Figure 1. The metal 3 layer (run 1).
(2 px per um)
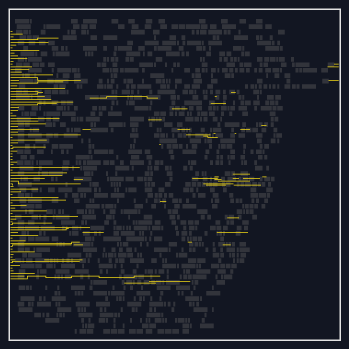
Figure 2. The clock network (run 1).
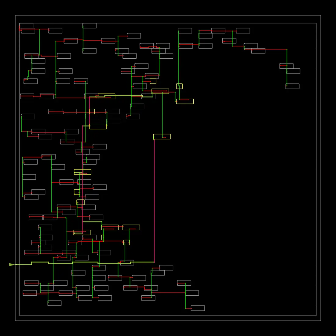
Figure 3. Cell classes on the final placement (run 1).
(3 px per um)
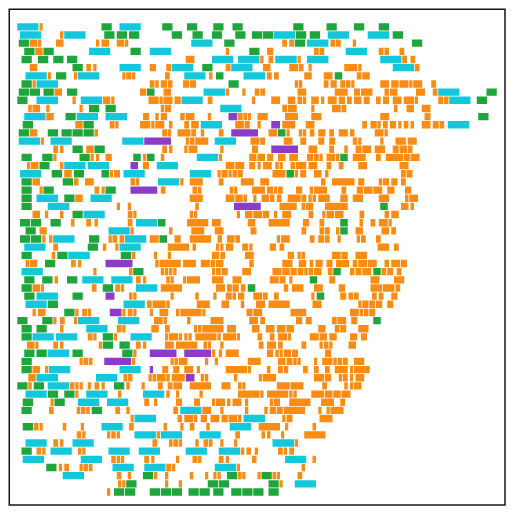
**src/rtl/adler32_ctrl_if.sv**
```systemverilog
// Upstream word stream into the Adler-32 sequencer: ready/valid with last-word
// byte count. Signal names carry the controller-side direction.
interface adler32_ctrl_if;
   logic        s_val_i;
   logic        s_rdy_o;
   logic [31:0] s_dat_i;
   logic        s_lst_i;
   logic [1:0]  s_nbyt_i;

   modport master (
      output s_val_i, s_dat_i, s_lst_i, s_nbyt_i,
      input  s_rdy_o
   );

   modport slave (
      input  s_val_i, s_dat_i, s_lst_i, s_nbyt_i,
      output s_rdy_o
   );
endinterface

```
**src/rtl/adler32_ctrl.sv**
```systemverilog
// Sequencer for the four-cycle-per-word adler32 engine: paces stream words into
// the engine, then fixes the checksum for zero bytes padded into the last word.
module adler32_ctrl (
   input  logic                 clk,
   input  logic                 rstn,
   input  logic                 start_i,
   adler32_ctrl_if.slave        s_if,
   output logic                 eng_start_o,
   output logic                 eng_val_o,
   output logic [31:0]          eng_dat_o,
   output logic                 eng_lst_o,
   input  logic [31:0]          eng_dat_i,
   output logic                 busy_o,
   output logic                 done_o,
   output logic [31:0]          adler_o
);

   localparam int unsigned DataWd     = 32;
   localparam int unsigned CycPerWord = 4;
   // HOLD spans the engine cycles after ISSUE; counter runs 0..HoldLast.
   localparam logic [1:0]  HoldLast   = 2'(CycPerWord - 2);
   localparam logic [17:0] AdlerMod   = 18'd65521;

   typedef enum logic [2:0] {StIdle, StArm, StFeed, StIssue, StHold, StFin, StCorr} state_e;

   state_e              state_q;
   logic [1:0]          hold_cnt_q;
   logic [1:0]          nbyt_q;
   logic [15:0]         s1_q, s2_q;
   logic                s_rdy_q, eng_start_q, eng_val_q, eng_lst_q, busy_q, done_q;
   logic [DataWd-1:0]   eng_dat_q, adler_q;

   logic                accept;
   logic [DataWd-1:0]   dat_masked;
   logic [1:0]          pad_k;
   logic [17:0]         s1_neg;
   logic [17:0]         corr_sum;

   assign accept = s_rdy_q & s_if.s_val_i;

   // Zero the unused byte lanes of a partial last word (big-endian lanes).
   always_comb begin
      dat_masked = s_if.s_dat_i;
      if (s_if.s_lst_i) begin
         case (s_if.s_nbyt_i)
            2'd1:    dat_masked = {s_if.s_dat_i[31:24], 24'd0};
            2'd2:    dat_masked = {s_if.s_dat_i[31:16], 16'd0};
            2'd3:    dat_masked = {s_if.s_dat_i[31:8], 8'd0};
            default: dat_masked = s_if.s_dat_i;
         endcase
      end
   end

   // Each padded zero byte added s1 to s2; remove k*s1 modulo 65521.
   always_comb begin
      pad_k    = 2'd0 - nbyt_q;  // 4-n mod 4, so n=0 gives k=0
      s1_neg   = AdlerMod - {2'b00, s1_q};
      corr_sum = {2'b00, s2_q} + ({16'd0, pad_k} * s1_neg);
      for (int i = 0; i < 3; i++) begin
         if (corr_sum >= AdlerMod) corr_sum = corr_sum - AdlerMod;
      end
   end

   // Sequencer FSM; every output is a register updated alongside the state.
   always_ff @(posedge clk) begin
      if (!rstn) begin
         state_q     <= StIdle;
         hold_cnt_q  <= 2'd0;
         nbyt_q      <= 2'd0;
         s1_q        <= 16'd0;
         s2_q        <= 16'd0;
         s_rdy_q     <= 1'b0;
         eng_start_q <= 1'b0;
         eng_val_q   <= 1'b0;
         eng_lst_q   <= 1'b0;
         eng_dat_q   <= '0;
         busy_q      <= 1'b0;
         done_q      <= 1'b0;
         adler_q     <= '0;
      end else begin
         eng_start_q <= 1'b0;
         eng_val_q   <= 1'b0;
         s_rdy_q     <= 1'b0;
         done_q      <= 1'b0;
         // Ready is only ever high in FEED or at the last HOLD cycle of a non-last word.
         if (accept) begin
            eng_dat_q <= dat_masked;
            eng_lst_q <= s_if.s_lst_i;
            nbyt_q    <= s_if.s_nbyt_i;
         end
         unique case (state_q)
            StIdle: begin
               if (start_i) begin
                  eng_start_q <= 1'b1;
                  busy_q      <= 1'b1;
                  state_q     <= StArm;
               end
            end
            StArm: begin
               s_rdy_q <= 1'b1;
               state_q <= StFeed;
            end
            StFeed: begin
               if (accept) begin
                  eng_val_q <= 1'b1;
                  state_q   <= StIssue;
               end else begin
                  s_rdy_q <= 1'b1;
               end
            end
            StIssue: begin
               hold_cnt_q <= 2'd0;
               state_q    <= StHold;
            end
            StHold: begin
               if (hold_cnt_q == HoldLast) begin
                  if (eng_lst_q) begin
                     state_q <= StFin;
                  end else if (accept) begin
                     eng_val_q <= 1'b1;
                     state_q   <= StIssue;
                  end else begin
                     s_rdy_q <= 1'b1;
                     state_q <= StFeed;
                  end
               end else begin
                  hold_cnt_q <= hold_cnt_q + 2'd1;
                  if ((hold_cnt_q == HoldLast - 2'd1) && !eng_lst_q) s_rdy_q <= 1'b1;
               end
            end
            StFin: begin
               s2_q    <= eng_dat_i[31:16];
               s1_q    <= eng_dat_i[15:0];
               state_q <= StCorr;
            end
            StCorr: begin
               adler_q <= {corr_sum[15:0], s1_q};
               done_q  <= 1'b1;
               busy_q  <= 1'b0;
               state_q <= StIdle;
            end
            default: state_q <= StIdle;
         endcase
      end
   end

   assign s_if.s_rdy_o = s_rdy_q;
   assign eng_start_o  = eng_start_q;
   assign eng_val_o    = eng_val_q;
   assign eng_dat_o    = eng_dat_q;
   assign eng_lst_o    = eng_lst_q;
   assign busy_o       = busy_q;
   assign done_o       = done_q;
   assign adler_o      = adler_q;

endmodule

```
**src/flat_wrapper.sv**
```systemverilog
// flat-port wrapper written by rule: the top's interface ports become plain ports
module adler32_ctrl_flat 
  (clk, rstn, start_i, eng_start_o, eng_val_o, eng_dat_o, eng_lst_o, eng_dat_i, busy_o, done_o, adler_o, s_if_s_val_i, s_if_s_dat_i, s_if_s_lst_i, s_if_s_nbyt_i, s_if_s_rdy_o);
  adler32_ctrl_if s_if_i ();
  input  logic clk;
  input  logic rstn;
  input  logic start_i;
  output logic eng_start_o;
  output logic eng_val_o;
  output logic [31:0] eng_dat_o;
  output logic eng_lst_o;
  input  logic [31:0] eng_dat_i;
  output logic busy_o;
  output logic done_o;
  output logic [31:0] adler_o;
  input wire logic [$bits(s_if_i.s_val_i)-1:0] s_if_s_val_i;
  input wire logic [$bits(s_if_i.s_dat_i)-1:0] s_if_s_dat_i;
  input wire logic [$bits(s_if_i.s_lst_i)-1:0] s_if_s_lst_i;
  input wire logic [$bits(s_if_i.s_nbyt_i)-1:0] s_if_s_nbyt_i;
  output wire logic [$bits(s_if_i.s_rdy_o)-1:0] s_if_s_rdy_o;
  assign s_if_i.s_val_i = s_if_s_val_i;
  assign s_if_i.s_dat_i = s_if_s_dat_i;
  assign s_if_i.s_lst_i = s_if_s_lst_i;
  assign s_if_i.s_nbyt_i = s_if_s_nbyt_i;
  assign s_if_s_rdy_o = s_if_i.s_rdy_o;
  adler32_ctrl u_core (.clk(clk), .rstn(rstn), .start_i(start_i), .s_if(s_if_i), .eng_start_o(eng_start_o), .eng_val_o(eng_val_o), .eng_dat_o(eng_dat_o), .eng_lst_o(eng_lst_o), .eng_dat_i(eng_dat_i), .busy_o(busy_o), .done_o(done_o), .adler_o(adler_o));
endmodule
```
**config.mk**
```make
export PLATFORM = sky130hd
export DESIGN_NAME = adler32_ctrl_flat
export DESIGN_NICKNAME = d
export VERILOG_FILES = /design/src/rtl/adler32_ctrl_if.sv /design/src/rtl/adler32_ctrl.sv /design/src/flat_wrapper.sv
export SDC_FILE = /design/constraint.sdc
export NUM_CORES = 1
export LEC_CHECK = 0
export CAP_MARGIN = 20
export CORE_MARGIN = 2
export CORE_UTILIZATION = 30
export CTS_CLUSTER_SIZE = 24
export DETAILED_ROUTE_END_ITERATION = 16
export PLACE_DENSITY = 0.51
export SLEW_MARGIN = 20
export SYNTH_ARGS = -nofsm -noshare
export SYNTH_HDL_FRONTEND = slang
export SYNTH_SLANG_ARGS = --single-unit
```
**constraint.sdc**
```tcl
create_clock -name clk -period 8.1 [get_ports clk]
set_input_delay 1.215 -clock clk [delete_from_list [all_inputs] [get_ports clk]]
set_output_delay 1.215 -clock clk [all_outputs]
set_load 0.02 [all_outputs]
```
==> qor.csv, run 1 <==
metric,value,unit
Die Width,165,um
detailed router's first-iteration violation count,436,
"critical path fanouts, max",12,
logic gate share of total power,0.199,
fp util,0.307,
Crit path arrival time,7730,ps
worst hold margin,453,ps
Synth area leader,sky130_fd_sc_hd__dfxtp_1,
Slowest Stage Delay on Critical Path,540,ps
Global Route met3 Usage,0.0505,
number of setup violations in the final report,0,
layout cell share with drive strength beyond 1,0.0605,
number of core rows,58,
vias in the first global route,7525,
post-synth cell types,89,
initial antenna violation count,0,
status,"complete, no violations",
number of top-level pins,141,
required time at the worst-slack endpoint,8320,ps
top logic cells by instance count in the layout,"sky130_fd_sc_hd__nand2_1, sky130_fd_sc_hd__clkdlybuf4s50_1, sky130_fd_sc_hd__dfxtp_1, sky130_fd_sc_hd__a21oi_1, sky130_fd_sc_hd__nor2_1",
overall routed net length,23900,um
count of library flops with an enable pin,0,
synthesized area divided by synthesized cell count,7.49,sq um
vias per inst,5.11,
critical path capture point type,flop,
slew of the pin with the lowest slew margin,1000,ps
layout inverter count without the clock tree,61,
area of the mapped netlist,7750,sq um
Top cell excl fill/tap,sky130_fd_sc_hd__nand2_1,
kind of cell adding the most delay to the critical path,AND-OR/OR-AND gates,
GR Util met2,0.297,
Sinks on Clock Net,109,
final weighted congestion in routability-driven placement,0.836,
buffers and inverters on the worst path,3,
number of buffers added on ports,140,
Sw Share,0.300,
Fill cells,2671,
top flip-flop cell by instance count after synthesis,sky130_fd_sc_hd__dfxtp_1,
share of Yosys cell area claimed by the top area cell type,0.282,
sequential share of the synthesized area,0.282,
and-or/or-and share of the synthesized area,0.262,
final-report max-slew violation count,0,
chip area estimate from yosys synthesis,7750,sq um
Global Route met1 Usage,0.228,
Comb gate area,5130,sq um
vias after detailed routing,7604,
cell-internal power,865,uW
number of routed nets with antenna violations,0,
number of hold-slack violations in the final timing report,0,
power per standard cell area,126,nW/um^2
layout net count,1266,
worst supply voltage drop on vdd,0.112,mV
kind of start point of the critical path,flop,
drt pass-1 iters,5,
top cell types by occurrence after synthesis,"sky130_fd_sc_hd__nand2_1, sky130_fd_sc_hd__dfxtp_1, sky130_fd_sc_hd__a21oi_1",
wire per inst,16.1,um
total power draw,1240,uW
library cell with the highest instance count after synthesis,sky130_fd_sc_hd__nand2_1,
max-cap viol count,0,
worst slew margin relative to its limit,0.331,
sequential share of power,0.446,
Comb. pwr,246,uW
min cycle time layout,7510,ps
chip height,165,um
"share of synthesized cell area in full adder, half adder and majority cells",0.0849,
"Net Count, Synth",1149,
accumulated negative setup slack,0,ps
number of flip-flops and latches,109,
relative area change from synthesis to final layout,26.3,%
count of buffers not belonging to the clock network in the layout,160,
top area cells in the synthesized netlist,"sky130_fd_sc_hd__dfxtp_1, sky130_fd_sc_hd__nand2_1, sky130_fd_sc_hd__a21oi_1",
Max power group,sequential cells,
period utilisation layout,0.928,
CP most frequent cell,sky130_fd_sc_hd__o21ai_0,
Post-Synthesis Cells,1035,
number of well taps,330,
total number of H-tree levels,3,
TritonCTS clock tree,built,
leakage power summed over all cells,0.00345,uW
post-CTS setup repair buffer count,0,
total of warnings raised by yosys,0,
Non-clock buffering overhead,0.158,
Post-Synth XOR/XNOR Area,0.0586,
Die Size,27100,sq um
power consumed by sequential cells,551,uW
later-pin clock latency in the skew report,360,ps
tool warning count,30,
Top class by area,logic gates,
proportion of register bits with asynchronous set or reset after synthesis,0,
Clk Tree Root Cell,sky130_fd_sc_hd__clkbuf_16,
power share of the clock group,0.355,
number of antenna cells inserted,0,
global-route wire length before repair,38900,um
post-cts repair resize count,0,
share of final layout cell area taken by clock buffers and inverters,0.0289,
Max clock buf depth,2,
DP Area,9470,sq um
clk slew on worst S/H paths,70,ps
critical setup path kind,reg2reg,
Dominant comb cell,AND-OR/OR-AND gates,
NetSw,371,uW
total DRC errors in the routed layout,0,
DP Wirelength,18100,um
hold buffers post-CTS,0,
Sequential cell area,2180,sq um
unrepaired setup endpoints after global routing,no,
GRT Residual Overflow,0,
worst hold path type,reg2reg,
fraction of the mapped netlist area in simple logic gates,0.250,
"slowest stage cell, crit path",sky130_fd_sc_hd__a21boi_0,
total clock network power,438,uW
maximum number of pins on one net before global-route repair,92,
largest clock skew in the final design,16.2,ps
highest clock rate,133,MHz
Overall Global Routing Usage,0.177,
Multi-Input Combinational,811,
area fraction in mux cells,0.00387,
most heavily used metal layer in global routing,met2,
Comb/total area,0.524,
Synthesized registers,109,
Back to the opening pictures, Figure 1:
longest straight run = 39.3 um
main direction = horizontal

Back to the opening pictures, Figure 2:
number of buffers inserted during clock tree synthesis: 9
clock buf count: 10

Back to the opening pictures, Figure 3:
purple -> clock drivers and dummy loads  # cells 16
orange -> all other logic  # cells 872
cyan -> flip-flops  # cells 109
green -> other buffers and delay cells  # cells 160
core area: 25,300 sq um
summed area of non-filler cells in the final layout: 9790 sq um
fraction of area in registers: 0.223
Final Core Density: 0.388

-- run 1: per-stage QoR --
stage                      util  setup WS, ps  instances
after detailed placement  0.375           620       1469
final                     0.388           585       1487
after CTS                 0.386           574       1485
after global routing      0.388          27.1       1487
after floorplan               -          1200       1035
after global placement    0.375           644       1469
-- run 1: worst paths after layout --
kind	startpoint	end	slack [ps]	cells past startpoint
max	u_core.s1_q[1]	u_core.adler_o[19]	590	28
min	u_core.eng_dat_o[28]	u_core.eng_dat_o[28]	450	2
max reg2reg	u_core.s1_q[1]	u_core.adler_o[19]	590	28
min reg2reg	u_core.eng_dat_o[28]	u_core.eng_dat_o[28]	450	2
-- run 1: metal layers --
layer	up-vias	part of all wire
li1	3880	-
met1	3550	0.47
met2	160	0.46
met3	14	0.060
met4	0	0.0085
met5	-	0
==> run 2, diff against run 1 <==
- ABC_CLOCK_PERIOD_IN_PS: not set -> 6950
- clock period: 8.1 -> 6.95 ns (I/O delays scaled with it)
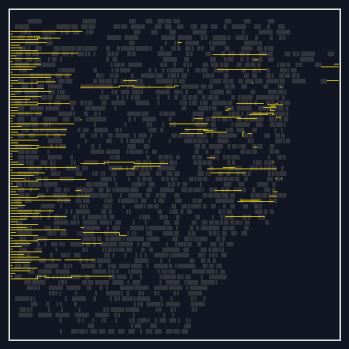
Figure 4: run 2, the metal 3 layer.
(2 px per um)
wire length on this layer = 1,670 um
nets with wire on the layer = 131
main direction = horizontal
share of all routed wire = 6.9%
longest straight run = 35.6 um
Global Route met3 Usage: 0.0525
vias after detailed routing: 7,948
overall routed net length: 24,300 um

==> run 2 against run 1 <==
  * Die size stayed put
  * Via count is 4.5% higher
  * Sequential power is 17% higher
  * Synthesized cell count stayed put
  * Critical path type unchanged
  * First-iteration DRC count is 8.9% lower
  * Synthesized area stayed put
  * Sequential share of layout area is 2.0 points lower
  * Power is 22% higher
  * Clock-buffer cell count stayed put
==> qor.csv, run 2 <==
metric,value,unit,change
"share of synthesized cell area in full adder, half adder and majority cells",0.0849,,unchanged
vias per inst,5.10,,was 5.11
layout cell share with drive strength beyond 1,0.165,,was 0.0605
uppermost layer routed,met4,,unchanged
critical setup path kind,reg2reg,,unchanged
depth of the worst hold-timing path,2,,unchanged
fraction of area in registers,0.203,,was 0.223
number of routed nets with antenna violations,0,,unchanged
later-pin clock latency in the skew report,360,ps,about the same
buffers and inverters on the worst path,5,,was 3
termination of the worst setup path,u_core.adler_o[31],,was u_core.adler_o[19]
Global Route met1 Usage,0.228,,about the same
Slowest Stage Delay on Critical Path,480,ps,was 540 ps
Overall Global Routing Usage,0.178,,was 0.177
post-synth cell types,89,,unchanged
synthesized area divided by synthesized cell count,7.49,sq um,unchanged
layout net count,1336,,"was 1,266"
"critical path fanouts, max",7,,was 12
GR Util met2,0.296,,was 0.297
worst slew margin relative to its limit,0.351,,was 0.331
count of buffers not belonging to the clock network in the layout,229,,was 160
share of final layout cell area taken by clock buffers and inverters,0.0280,,was 0.0289
"slowest stage cell, crit path",sky130_fd_sc_hd__fa_1,,was sky130_fd_sc_hd__a21boi_0
total number of H-tree levels,3,,unchanged
Sinks on Clock Net,109,,unchanged
number of setup violations in the final report,0,,unchanged
number of buffers inserted during clock tree synthesis,9,,unchanged
Synth area leader,sky130_fd_sc_hd__dfxtp_1,,unchanged
hold buffers post-CTS,0,,unchanged
leakage power summed over all cells,0.00387,uW,was 0.00345 uW
power per standard cell area,140,nW/um^2,was 126 nW/um^2
final weighted congestion in routability-driven placement,0.870,,was 0.836
relative area change from synthesis to final layout,39.0,%,was 26.3%
wire per inst,15.6,um,was 16.1 um
worst setup path startpoint,u_core.s1_q[2],,was u_core.s1_q[1]
Clk Tree Root Cell,sky130_fd_sc_hd__clkbuf_16,,unchanged
area fraction in mux cells,0.00387,,unchanged
layout inverter count without the clock tree,61,,unchanged
"Net Count, Synth",1149,,unchanged
fp util,0.307,,unchanged
slew of the pin with the lowest slew margin,974,ps,was 1000 ps
critical hold path startpoint,u_core.eng_dat_o[30],,was u_core.eng_dat_o[28]
global-route wire length before repair,39000,um,"was 38,900 um"
accumulated negative setup slack,0,ps,unchanged
register-to-register path setup slack,330,ps,was 590 ps
drt pass-1 iters,5,,unchanged
most heavily used metal layer in global routing,met2,,unchanged
total DRC errors in the routed layout,0,,unchanged
kind of start point of the critical path,flop,,unchanged
worst path setup slack after routing,332,ps,was 585 ps
Die Size,27100,sq um,unchanged
Crit Reg-Reg Startpoint,u_core.s1_q[2],,was u_core.s1_q[1]
worst supply voltage drop on vdd,0.112,mV,about the same
count of library flops with an enable pin,0,,unchanged
detailed router's first-iteration violation count,397,,was 436
number of top-level pins,141,,unchanged
initial antenna violation count,0,,unchanged
TritonCTS clock tree,built,,unchanged
top cell types by occurrence after synthesis,"sky130_fd_sc_hd__nand2_1, sky130_fd_sc_hd__dfxtp_1, sky130_fd_sc_hd__a21oi_1",,unchanged
status,"complete, no violations",,unchanged
core area,25300,sq um,unchanged
Final Core Density,0.427,,was 0.388
Multi-Input Combinational,812,,was 811
tool warning count,30,,unchanged
chip area estimate from yosys synthesis,7750,sq um,unchanged
met3 wirelength from detailed routing,1670,um,was 1440 um
number of antenna cells inserted,0,,unchanged
maximum number of pins on one net before global-route repair,89,,was 92
post-cts repair resize count,3,,was 0
pre-CTS setup slack,-131,ps,was 620 ps
Comb/total area,0.517,,was 0.524
number of buffers added on ports,140,,unchanged
final-report max-slew violation count,0,,unchanged
and-or/or-and share of the synthesized area,0.262,,unchanged
worst hold margin,455,ps,was 453 ps
clk slew on worst S/H paths,90,ps,was 70 ps
max-cap viol count,0,,unchanged
post-CTS setup repair buffer count,0,,unchanged
Synthesized registers,109,,unchanged
end point of the worst hold path,u_core.eng_dat_o[30],,was u_core.eng_dat_o[28]
fraction of the mapped netlist area in simple logic gates,0.250,,unchanged
period utilisation layout,0.952,,was 0.928
number of core rows,58,,unchanged
Max clock buf depth,2,,unchanged
Top cell excl fill/tap,sky130_fd_sc_hd__nand2_1,,unchanged
library cell with the highest instance count after synthesis,sky130_fd_sc_hd__nand2_1,,unchanged
number of cells in Yosys stat,1035,,unchanged
Comb gate area,5570,sq um,was 5130 sq um
number of hold-slack violations in the final timing report,0,,unchanged
Die Width,165,um,unchanged
Dominant comb cell,AND-OR/OR-AND gates,,unchanged
Non-clock buffering overhead,0.193,,was 0.158
total of warnings raised by yosys,0,,unchanged
GRT Residual Overflow,0,,unchanged
highest clock rate,151,MHz,was 133 MHz
top logic cells by instance count in the layout,"sky130_fd_sc_hd__nand2_1, sky130_fd_sc_hd__clkdlybuf4s50_1, sky130_fd_sc_hd__dfxtp_1, sky130_fd_sc_hd__a21oi_1, sky130_fd_sc_hd__buf_4",,"was sky130_fd_sc_hd__nand2_1, sky130_fd_sc_hd__clkdlybuf4s50_1, sky130_fd_sc_hd__dfxtp_1, sky130_fd_sc_hd__a21oi_1, sky130_fd_sc_hd__nor2_1"
proportion of register bits with asynchronous set or reset after synthesis,0,,unchanged
critical path capture point type,flop,,unchanged
min cycle time layout,6620,ps,was 7510 ps
share of Yosys cell area claimed by the top area cell type,0.282,,unchanged
area of the mapped netlist,7750,sq um,unchanged
summed area of non-filler cells in the final layout,10800,sq um,was 9790 sq um
required time at the worst-slack endpoint,7180,ps,was 8320 ps
top flip-flop cell by instance count after synthesis,sky130_fd_sc_hd__dfxtp_1,,unchanged
chip height,165,um,unchanged
number of flip-flops and latches,109,,unchanged
kind of cell adding the most delay to the critical path,simple AND/OR/NAND/NOR gates,,was AND-OR/OR-AND gates
clock buf count,10,,unchanged
M1 wire length,11200,um,"was 11,300 um"
worst hold path type,reg2reg,,unchanged
Post-Synth XOR/XNOR Area,0.0586,,unchanged
number of well taps,330,,unchanged
Top class by area,logic gates,,unchanged
routed length on met2,11100,um,"was 11,000 um"
count of cell instances traversed by the critical path,28,,unchanged
sequential share of the synthesized area,0.282,,unchanged
endpoint of the lowest-slack register-to-register path,u_core.adler_o[31],,was u_core.adler_o[19]
vias in the first global route,7717,,"was 7,525"
Crit path arrival time,6850,ps,was 7730 ps
Sequential cell area,2180,sq um,about the same
DP Wirelength,18500,um,"was 18,100 um"
Fill cells,2614,,"was 2,671"
DP Area,9930,sq um,was 9470 sq um
top area cells in the synthesized netlist,"sky130_fd_sc_hd__dfxtp_1, sky130_fd_sc_hd__nand2_1, sky130_fd_sc_hd__a21oi_1",,unchanged
depth of the worst register-to-register path,28,,unchanged
CP most frequent cell,sky130_fd_sc_hd__inv_1,,was sky130_fd_sc_hd__o21ai_0
Post-Synthesis Cells,1035,,unchanged
largest clock skew in the final design,13.5,ps,was 16.2 ps
## run 2: cell counts after synthesis
No cell type changed its count.
## run 2: report_power, final
part / internal, uW / switching, uW / leakage (uW)
sequential: 634 / 8.26 / 0.000881
clock: 264 / 268 / 0.000149
combinational: 155 / 180 / 0.00284
total: 1050 / 457 / 0.00387
## run 2: through the flow
stage	cells	power [uW]
final	1557	1510
after global routing	1557	1580
after CTS	1546	1500
after detailed placement	1530	965
after global placement	1529	967
after floorplan	1035	831
## run 2: worst register-to-register path, delay by kind of cell (launching register included)
kind	cells	cell delay (ps)
compound gates	8	1650
fa+ha+maj	3	960
simple gates	10	2670
buf+inv	5	490
flops	1	330
xor+xnor	2	430
No activity file was given, so power comes from the tool's default toggle rates.
